Fig. 1: run 1, cell density map
(3 px per µm) The die is cut into 17 by 10 equal tiles; dark blue is low, red is high, 0 to 100% covered.
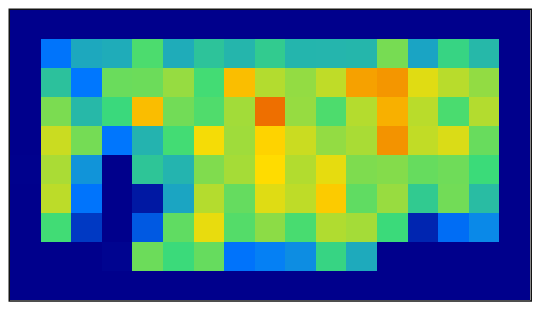
Fig. 2: run 1, signal wires on met4
(3 px per µm) Supply wires on this layer in gray.
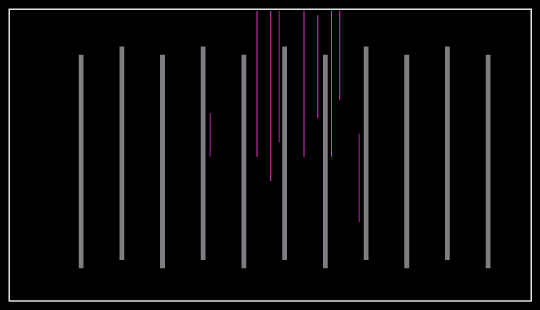
Fig. 3: run 1, routed clock nets over the placement
(3 px per µm)
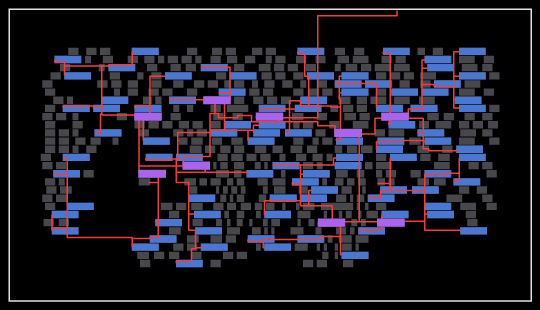
### config.mk
export PLATFORM = sky130hd
export DESIGN_NAME = bus_arbiter
export DESIGN_NICKNAME = d
export VERILOG_FILES = /design/src/rtl/bus_pkg.sv /design/src/rtl/bus_arb_pick.sv /design/src/rtl/bus_arbiter.sv
export SDC_FILE = /design/constraint.sdc
export NUM_CORES = 1
export LEC_CHECK = 0
export CELL_PAD_IN_SITES_DETAIL_PLACEMENT = 1
export CELL_PAD_IN_SITES_GLOBAL_PLACEMENT = 1
export CORE_ASPECT_RATIO = 0.5
export CORE_MARGIN = 10
export CORE_UTILIZATION = 33
export CTS_BUF_LIST = sky130_fd_sc_hd__clkbuf_16
export CTS_CLUSTER_DIAMETER = 200
export DETAILED_ROUTE_END_ITERATION = 12
export PLACE_DENSITY = 0.91
export SKIP_LAST_GASP = 1
export SLEW_MARGIN = 20
export SYNTH_ARGS = -nofsm -noshare
export SYNTH_HDL_FRONTEND = slang
export SYNTH_SLANG_ARGS = --single-unit
### constraint.sdc
create_clock -name _CLK -period 2.7 [get_ports _CLK]
set_input_delay 0.27 -clock _CLK [delete_from_list [all_inputs] [get_ports _CLK]]
set_output_delay 0.27 -clock _CLK [all_outputs]
set_load 0.005 [all_outputs]
### src/rtl/bus_pkg.sv
// Shared definitions for the system bus arbiter.
//   BUS_AW / BUS_DW : bus address and data widths
//   state_t         : arbiter sequence IDLE -> ADDR -> ACCESS -> DONE
//   owner_t         : which pipeline stage owns the current transaction
package bus_pkg;

  localparam int BUS_AW = 23;
  localparam int BUS_DW = 16;

  typedef enum logic [1:0] {
    IDLE,
    ADDR,
    ACCESS,
    DONE
  } state_t;

  typedef enum logic {
    OWN_F,
    OWN_M
  } owner_t;

endpackage

### src/rtl/bus_arb_pick.sv
// Owner selection for the bus arbiter (combinational).
//   f_req, m_req : pending requests from fetch and memory stage
//   fair_cnt     : consecutive memory grants made while fetch was waiting
//   req_any      : at least one request is pending
//   owner        : selected owner; memory wins unless fetch has waited FAIR_LIMIT grants
import bus_pkg::*;

module bus_arb_pick #(
  parameter int unsigned FAIR_LIMIT = 3
) (
  input  logic       f_req,
  input  logic       m_req,
  input  logic [3:0] fair_cnt,
  output logic       req_any,
  output owner_t     owner
);

  always_comb begin
    req_any = f_req | m_req;
    if (f_req && (!m_req || fair_cnt == 4'(FAIR_LIMIT)))
      owner = OWN_F;
    else
      owner = OWN_M;
  end

endmodule

### src/rtl/bus_arbiter.sv
// Shares the system bus between the fetch stage and the memory stage.
// Grants one transaction at a time and runs ADDR / ACCESS / DONE, with
// DONE doubling as the mandatory bus turnaround cycle.
//   _CLK, _RST               : clock, asynchronous active-low reset
//   F_REQ/F_ADDR             : fetch read request
//   F_GNT/F_DONE/F_RDATA     : fetch ownership, completion pulse, read data
//   M_REQ/M_WE/M_ADDR/M_WDATA: memory stage request
//   M_GNT/M_DONE/M_RDATA     : memory ownership, completion pulse, read data
//   BUS_*                    : bus address, data out/enable, data in, strobes, wait
//   BUSY                     : a transaction is in progress
import bus_pkg::*;

module bus_arbiter #(
  parameter int unsigned WAIT_CYCLES = 1,
  parameter int unsigned FAIR_LIMIT  = 3
) (
  input  logic              _CLK,
  input  logic              _RST,
  input  logic              F_REQ,
  input  logic [BUS_AW-1:0] F_ADDR,
  output logic              F_GNT,
  output logic              F_DONE,
  output logic [BUS_DW-1:0] F_RDATA,
  input  logic              M_REQ,
  input  logic              M_WE,
  input  logic [BUS_AW-1:0] M_ADDR,
  input  logic [BUS_DW-1:0] M_WDATA,
  output logic              M_GNT,
  output logic              M_DONE,
  output logic [BUS_DW-1:0] M_RDATA,
  input  logic              BUS_WAIT,
  output logic [BUS_AW-1:0] BUS_A,
  output logic [BUS_DW-1:0] BUS_D_O,
  output logic              BUS_D_OE,
  input  logic [BUS_DW-1:0] BUS_D_I,
  output logic              BUS_R,
  output logic              BUS_W,
  output logic              BUSY
);

  state_t     state;
  owner_t     owner;
  logic       lat_we;
  logic [3:0] wait_cnt;
  logic [3:0] fair_cnt;
  logic       req_any;
  owner_t     pick_owner;

  bus_arb_pick #(
    .FAIR_LIMIT(FAIR_LIMIT)
  ) u_pick (
    .f_req   (F_REQ),
    .m_req   (M_REQ),
    .fair_cnt(fair_cnt),
    .req_any (req_any),
    .owner   (pick_owner)
  );

  // BUS_A and BUS_D_O are the request latches themselves: loaded at grant and
  // held until the next grant, so the address stays stable through DONE.
  always_ff @(posedge _CLK or negedge _RST) begin
    if (!_RST) begin
      state    <= IDLE;
      owner    <= OWN_F;
      lat_we   <= 1'b0;
      wait_cnt <= '0;
      fair_cnt <= '0;
      F_GNT    <= 1'b0;
      F_DONE   <= 1'b0;
      F_RDATA  <= '0;
      M_GNT    <= 1'b0;
      M_DONE   <= 1'b0;
      M_RDATA  <= '0;
      BUS_A    <= '0;
      BUS_D_O  <= '0;
      BUS_D_OE <= 1'b0;
      BUS_R    <= 1'b0;
      BUS_W    <= 1'b0;
      BUSY     <= 1'b0;
    end else begin
      F_DONE <= 1'b0;
      M_DONE <= 1'b0;
      unique case (state)
        IDLE: begin
          if (!F_REQ)
            fair_cnt <= '0;
          if (req_any) begin
            state <= ADDR;
            owner <= pick_owner;
            BUSY  <= 1'b1;
            if (pick_owner == OWN_F) begin
              F_GNT    <= 1'b1;
              BUS_A    <= F_ADDR;
              lat_we   <= 1'b0;
              fair_cnt <= '0;
            end else begin
              M_GNT  <= 1'b1;
              BUS_A  <= M_ADDR;
              lat_we <= M_WE;
              if (M_WE)
                BUS_D_O <= M_WDATA;
              if (F_REQ && fair_cnt != 4'(FAIR_LIMIT))
                fair_cnt <= fair_cnt + 4'd1;
            end
          end
        end
        ADDR: begin
          state    <= ACCESS;
          wait_cnt <= 4'(WAIT_CYCLES);
          BUS_R    <= !lat_we;
          BUS_W    <= lat_we;
          BUS_D_OE <= lat_we;
        end
        ACCESS: begin
          // BUS_WAIT is only looked at once the minimum wait states are spent.
          if (wait_cnt != '0) begin
            wait_cnt <= wait_cnt - 4'd1;
          end else if (!BUS_WAIT) begin
            state    <= DONE;
            BUS_R    <= 1'b0;
            BUS_W    <= 1'b0;
            BUS_D_OE <= 1'b0;
            if (!lat_we) begin
              if (owner == OWN_F)
                F_RDATA <= BUS_D_I;
              else
                M_RDATA <= BUS_D_I;
            end
            F_DONE <= (owner == OWN_F);
            M_DONE <= (owner == OWN_M);
          end
        end
        DONE: begin
          state <= IDLE;
          F_GNT <= 1'b0;
          M_GNT <= 1'b0;
          BUSY  <= 1'b0;
        end
      endcase
    end
  end

endmodule

==> run notes, run 1 <==
Here are the numbers from the latest Yosys + OpenROAD run.

After synthesis, the largest family of logic cells by area is multiplexers. Global routing consumed, on the met1 layer, 15.6% of the routing resources. The hold violation total from the final report is 22.

Per the timing report, the biggest fanout along the worst path comes to 16. The leading cell category by total area is registers. The met2 global-route usage came out at 30.3%.

The post-layout instance area came out at 0.00599 mm². The worst setup path is launched from a register. The final reports fail on negative hold slack. The combinational cell area excluding buffers and inverters came out at 0.00150 mm².

In this run the core area contains 27 standard-cell rows. The remaining number of nets flagged by the antenna check after routing came out at 0. The cell count after synthesis came out at 279. The endpoint identified for the worst register-to-register timing path is F_RDATA[2]. Setup repair after global routing left no endpoint under its margin. The pre-CTS setup check shows a worst slack of 0.477 ns. The tally of OpenROAD warnings is 30. According to the cell report, the number of logic gates is 168. The total die size is 0.0168 mm². The total number of clock tree sinks came out at 90. There are 90 flip-flops and latches. Looking at the reg2reg group, the worst path starts from wait_cnt[0]. The number of logic stages on the critical path including buffering is 6. In this run the power spent charging and discharging nets is 2.04 mW. The clock network power came out at 1.31 mW. The kind of end point of the critical path is a register. The biggest cell delay along the critical path is 0.48 ns.

TritonCTS built the clock tree. The commonest cells after synthesis are dfrtp_1 (90), mux2_2 (30), and2_1 (26). The number of global-route vias before repair is 3369. The clock buffer and inverter area fraction after layout is 5.18%. By instance count after routing, the leading logic cell type is clkdlybuf4s50_1. The data required time reported for the critical path is 2.93 ns. The total of clock buffers placed in the layout came out at 9.

The sequential cell power is 2.36 mW. The floorplan net count came out at 370. The fraction of registers with async set/reset is 100%.

dfrtp_1 takes more of the synthesized area than any other cell. The cell count in the Yosys report is 279. The floorplan die height came out at 96.7 µm. The combinational fraction of the cell area came out at 25.1%. The final setup violation count came out at 0.

The register area is 0.00225 mm². In the detailed route, the total length drawn on met2 is 7490 µm. The most common logic cells in the final layout are clkdlybuf4s50_1 (161), dfrtp_1 (90), mux2_2 (30). The register with the most flip-flops in the layout has 23 of them. Counting flops with a built-in enable in the synthesized netlist gives 0. On the final layout, the worst hold slack is -0.0221 ns. The number of buffers added on ports is 162.

The setup check on the worst reg-to-reg path leaves a slack of 0.45 ns. The leakage power summed over all cells came out at 2.63 nW. The DRC violation count after routing is 0. The script logs the ratio of routed vias to standard cells as 4.81. After synthesis, the cell types taking the most area are dfrtp_1 (58%), mux2_2 (8.7%), mux2_4 (7.7%). By instance count, the leading cell after synthesis is dfrtp_1. The routed wire length per instance is 21.9 µm. The sum of negative setup slack came out at 0 ns. The total setup buffers inserted after CTS is 0. The adder-cell area share of the yosys netlist is 2.25%. The placement summary gives the final routability congestion estimate as 0.772. After global routing, the most crowded layer is met2. The fraction of synthesized area in multiplexers came out at 17.2%. After synthesis the netlist holds a flip-flop and latch count of 90. The wire length on met1 is 4940 µm. The I/O pin total came out at 163.

Clock latency on the worst-skew pair, taken at its later pin, is 0.34 ns. Dividing total power by cell area gives a power density of 1100 mW/mm². Of the synthesized area, sequential elements account for 58.0%.

The tally of yosys warning messages came out at 0. In the power breakdown, the biggest contributor is combinational logic. Registers represent a cell area share of 37.6%. The aggregate global routing overflow came out at 0. The cell sitting at the root of the clock tree is a clkbuf_16. The first global-routing pass estimated 20600 µm of wire.

For the pin with the worst max-slew slack, the measured transition is 0.728 ns. Excluding fillers, the count of instances in the completed layout stands at 611. By startpoint and endpoint, the worst setup path is classified as register to register. The initial antenna violation count is 1. Non-clock inverters in the final layout number 6.

The number of tapcells came out at 159. Per the detail_route log, the uppermost layer with routed signals is met4. The maximum vdd drop came out at 0.000376 V. According to the timing report, the critical path is captured at F_RDATA[2]. The design draws 6.60 mW.

Looking at the critical path, the single cell with the biggest stage delay is or4_1. The max-capacitance violation count is 0. Yosys reports a chip area of 0.00389 mm². The TritonCTS buffer count is 9. The largest register by flop count is BUS_A. The cell-internal power is 4.56 mW. The combinational logic power came out at 2.93 mW. The clock-pin slew on the worst setup and hold paths came out at 0.07 ns. Global routing used 4.49% of the available met3 tracks. The cell-mix breakdown from Yosys lists the compound-gate area share as 9.11%. The run finished, with violations left. For this run, the script counts the antenna cells in the layout as 1.

Between clock sinks in the finished design, the worst skew comes to 0.00776 ns. The simple-gate share of the synthesized area is 10.1%. The number of instances in the placed design came out at 594.

The quantity of gates resized following cts came out at 0.
Notes on Fig. 1 above:
The mean over all tiles is 35%. 5.3% of the tiles are over 75% full. The densest ninth of the die: middle. 35% of the tiles are nearly empty. The fullest tile reaches 87%.
utilization after layout: 53.2%
core outline area: 0.0112 mm²

Notes on Fig. 2 above:
The layer holds 2.6% of the routed length. The layer carries 352 µm of wire. The longest straight run is 56.4 µm.
total routed wirelength: 13400 µm
total vias in the final route: 2938

Notes on Fig. 3 above:
Red is clock wires, length 1190 µm. Blue is flip-flops, count 90. Purple is clock drivers, count 9.
There are 10 routed clock nets.

==> inputs of run 2 (changes only) <==
--- a/config.mk
+++ b/config.mk
@@ -9,11 +9,11 @@
 export CELL_PAD_IN_SITES_GLOBAL_PLACEMENT = 1
 export CORE_ASPECT_RATIO = 0.5
 export CORE_MARGIN = 10
-export CORE_UTILIZATION = 33
+export CORE_UTILIZATION = 30
 export CTS_BUF_LIST = sky130_fd_sc_hd__clkbuf_16
 export CTS_CLUSTER_DIAMETER = 200
 export DETAILED_ROUTE_END_ITERATION = 12
-export PLACE_DENSITY = 0.91
+export PLACE_DENSITY = 0.87
 export SKIP_LAST_GASP = 1
 export SLEW_MARGIN = 20
 export SYNTH_ARGS = -nofsm -noshare
==> constraint.sdc (replaced) <==
create_clock -name _CLK -period 1.8 [get_ports _CLK]
set_input_delay 0.18 -clock _CLK [delete_from_list [all_inputs] [get_ports _CLK]]
set_output_delay 0.18 -clock _CLK [all_outputs]
set_load 0.005 [all_outputs]
Fig. 4: run 2, cell density map
(3 px per µm) The die is cut into 18 by 10 equal tiles; dark blue is low, red is high, 0 to 100% covered.
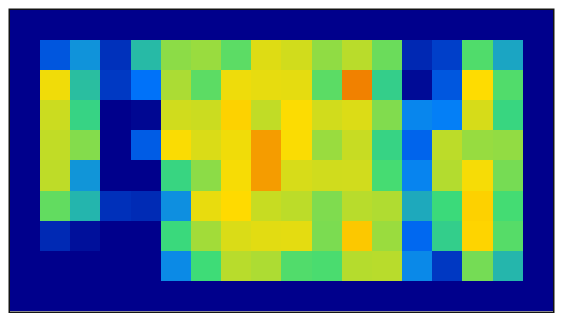
4.4% of the tiles are over 75% full. The fullest tile reaches 85%. 35% of the tiles are nearly empty. The densest ninth of the die: middle. The emptiest ninth of the die: bottom left. The mean over all tiles is 35%.

==> run 2 against run 1 <==
Effect of this change:
- the flow finishes with violations (negative setup slack)
- sequential share of layout area decreased by 3.2 points
- combinational power increased by 77%
- final cell count rose by 7.5%
- clock power is 41% higher
- largest power group unchanged
==> run notes, run 2 <==
Here are the numbers from the latest Yosys + OpenROAD run.

The flow ran to the end, but the final reports show violations. The final reports fail on negative setup slack. Measured against its own limit, the worst slew margin works out to 59.2%. The number of logic inverters in the finished layout is 6 (unchanged). The met2 wire length is 7500 µm (+0.13%).

The I/O pin total was 163 (unchanged). The minimum setup slack after placement is -0.355 ns (-0.833 ns). The cell count after synthesis is 279 (unchanged). The non-filler instance count after layout came out at 657 (+7.5%). The final setup violation count is 45 (+45). The count of plain and timing-repair buffers in the layout came out at 205. The number of global-route vias before repair is 3635 (+7.9%).

The synthesis run identifies the leading combinational cell family as multiplexers. The setup slack of the worst register-to-register path is -0.23 ns (-0.69 ns). The number of storage elements in the synthesis netlist came out at 90 (unchanged). The critical path starts at wait_cnt[0]. In the post-synthesis netlist, the biggest area contributors are dfrtp_1 (58%), mux2_2 (8.7%), mux2_4 (7.7%). The tally of yosys warning messages is 0 (unchanged). The max-capacitance violation count was 0 (unchanged).

STA classifies the critical path endpoint as a register. The combinational cell area excluding buffers and inverters came out at 0.00169 mm² (+12%). The multi-input combinational cell count came out at 170 (+1.2%).

The tally of OpenROAD warnings is 33 (+10%). The insertion delay of the later-clocked pin in the worst-skew pair is 0.35 ns (about the same). The transition at the pin with the smallest max-transition slack is 0.610 ns (-0.118 ns). The count of flip-flops and latches is 90 (unchanged). The power density over the cells is 1620 mW/mm² (+47%). The wire length on met1 came out at 5530 µm (+12%). By instance count after routing, the leading logic cell types are clkdlybuf4s50_1 (161), dfrtp_1 (90), mux2_4 (37).

The global-route wire length before repair came out at 21200 µm (+2.9%). The largest cell class by area is registers. The highest signal layer in the routed design is met4. The vias after detailed routing is 3102 (+5.6%). More flip-flops sit in one register than any other, and that register is BUS_A. The most common logic cell in the final layout is clkdlybuf4s50_1. The post-layout instance area was 0.00655 mm² (+9.4%). The proportion of synthesized chip area in sequential cells came out at 58.0% (unchanged). The growth of design area from synthesis to finish came out at 68.6%.

The clock-pin slew on the worst setup and hold paths is 0.07 ns (about the same). The critical path is of the register to register type. The number of synthesized flops with an enable pin came out at 0 (unchanged). The number of logic stages on the critical path including buffering is 5 (-1). Setup repair after global routing could not meet its margin everywhere. The sum of negative setup slack is -6.51 ns (-6.51 ns). The clock network power is 1.85 mW (+41%).

In this run the deepest clock path goes through 2 buffers. The initial antenna violation count was 0 (-1). In the synthesized netlist, the cells that appear most often are dfrtp_1 (90), mux2_2 (30), and2_1 (26). The placement row count was 29 (+7.4%). The combinational logic power was 5.20 mW (+77%).

The remaining number of nets flagged by the antenna check after routing came out at 0 (unchanged). The H-tree level count came out at 3. The cell type with the highest aggregate area in the netlist is dfrtp_1. The post-synthesis cell type count is 39.

The register share of the cell area is 34.4% (-3.2 points). The largest power group is combinational logic. The leakage power summed over all cells is 2.90 nW (+10%). The most repeated cell in the gate-level netlist after synthesis is dfrtp_1. The cell count in the Yosys report is 279 (unchanged).

Of the total synthesized cell area, the portion taken by XOR and XNOR cells is 0%. The cell-internal power is 7.30 mW (+60%). The post-synthesis compound-gate area fraction is 9.11% (unchanged). The maximum vdd drop is 0.000569 V (+52%).

The weighted congestion reported at the end of routability-driven placement came out at 0.741 (-3.9%). The floorplan net count is 370 (unchanged). The worst-case clock skew is 0.0115 ns (+0.00369 ns). The register area is 0.00225 mm² (unchanged).

The global routing usage on met1 came out at 15.6% (-0.045 points). The worst setup path is launched from a register. The clock root buffer is clkbuf_16. The fraction of registers with async set/reset is 100% (unchanged). The number of instances in the placed design is 628 (+5.7%). The total of clock buffers placed in the layout came to 9 (unchanged). The worst hold slack across all endpoints is 0.327 ns (+0.349 ns). The cell area after synthesis came out at 0.00389 mm². The chip area estimate from yosys synthesis came out at 0.00389 mm² (unchanged). The count of hold buffers inserted by post-cts repair is 1. The power spent charging and discharging nets came to 3.29 mW (+61%). The DRC violation count after routing came to 0 (unchanged). The combinational fraction of the cell area is 25.8% (+0.68 points).

The biggest cell delay along the critical path came out at 0.56 ns (+0.08 ns). The quantity of gates resized following cts came out at 13 (+13). According to the timing report, the critical path is captured at M_RDATA[7]. The hold violation total from the final report came out at 0 (-100%). In this run the critical register-to-register path is captured at M_RDATA[7]. The floorplan die height came out at 100 µm (+3.9%). The via-per-instance ratio came to 4.72 (-1.8%). The number of buffers added on ports came out at 162 (unchanged).

The highest fanout seen on the critical path is 8 (-8). The fraction of synthesized area in multiplexers is 17.2% (unchanged). The total setup buffers inserted after CTS came out at 1 (+1). The TritonCTS buffer count is 9 (unchanged). The total die size came to 0.0182 mm² (+8.4%). The aggregate global routing overflow was 0 (unchanged). The area inside the core boundary was 0.0127 mm² (+13%). Once placement finished, the instance area stood at 0.00595 mm².

The total number of clock tree sinks came out at 90 (unchanged). The simple-gate share of the synthesized area came out at 10.1% (unchanged). The total inserted antenna cells was 0 (-1). The reg-to-reg startpoint is wait_cnt[0]. The sequential cell power came to 3.54 mW (+50%). The slowest stage of the critical path belongs to the cell or4_4.

The final total power is 10.6 mW (+60%). The worst path setup slack after routing came out at -0.234 ns. TritonCTS built the clock tree.

Logic depth along the worst register-to-register path is recorded as 5. The clock buffer and inverter area fraction after layout came to 4.35% (-0.83 points). The final wirelength is 14000 µm (+4.7%). The worst path required time is 2.04 ns (-0.89 ns).

The flip-flop count of the largest register after layout came out at 23 (unchanged). The adder-cell area share of the yosys netlist was 2.25% (unchanged). The number of tapcells came to 170 (+6.9%).
Fig. 5: run 2, routing congestion map
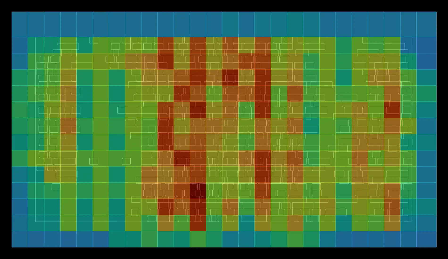
layer with the highest usage: met2
DR WL/cell: 21.3 µm
global routing met3 resource utilization: 4.59%
GR Layer Usage met2: 27.9%
utilization after layout: 51.7%

Power figures rest on the tool's default switching activity, not on a simulated workload.
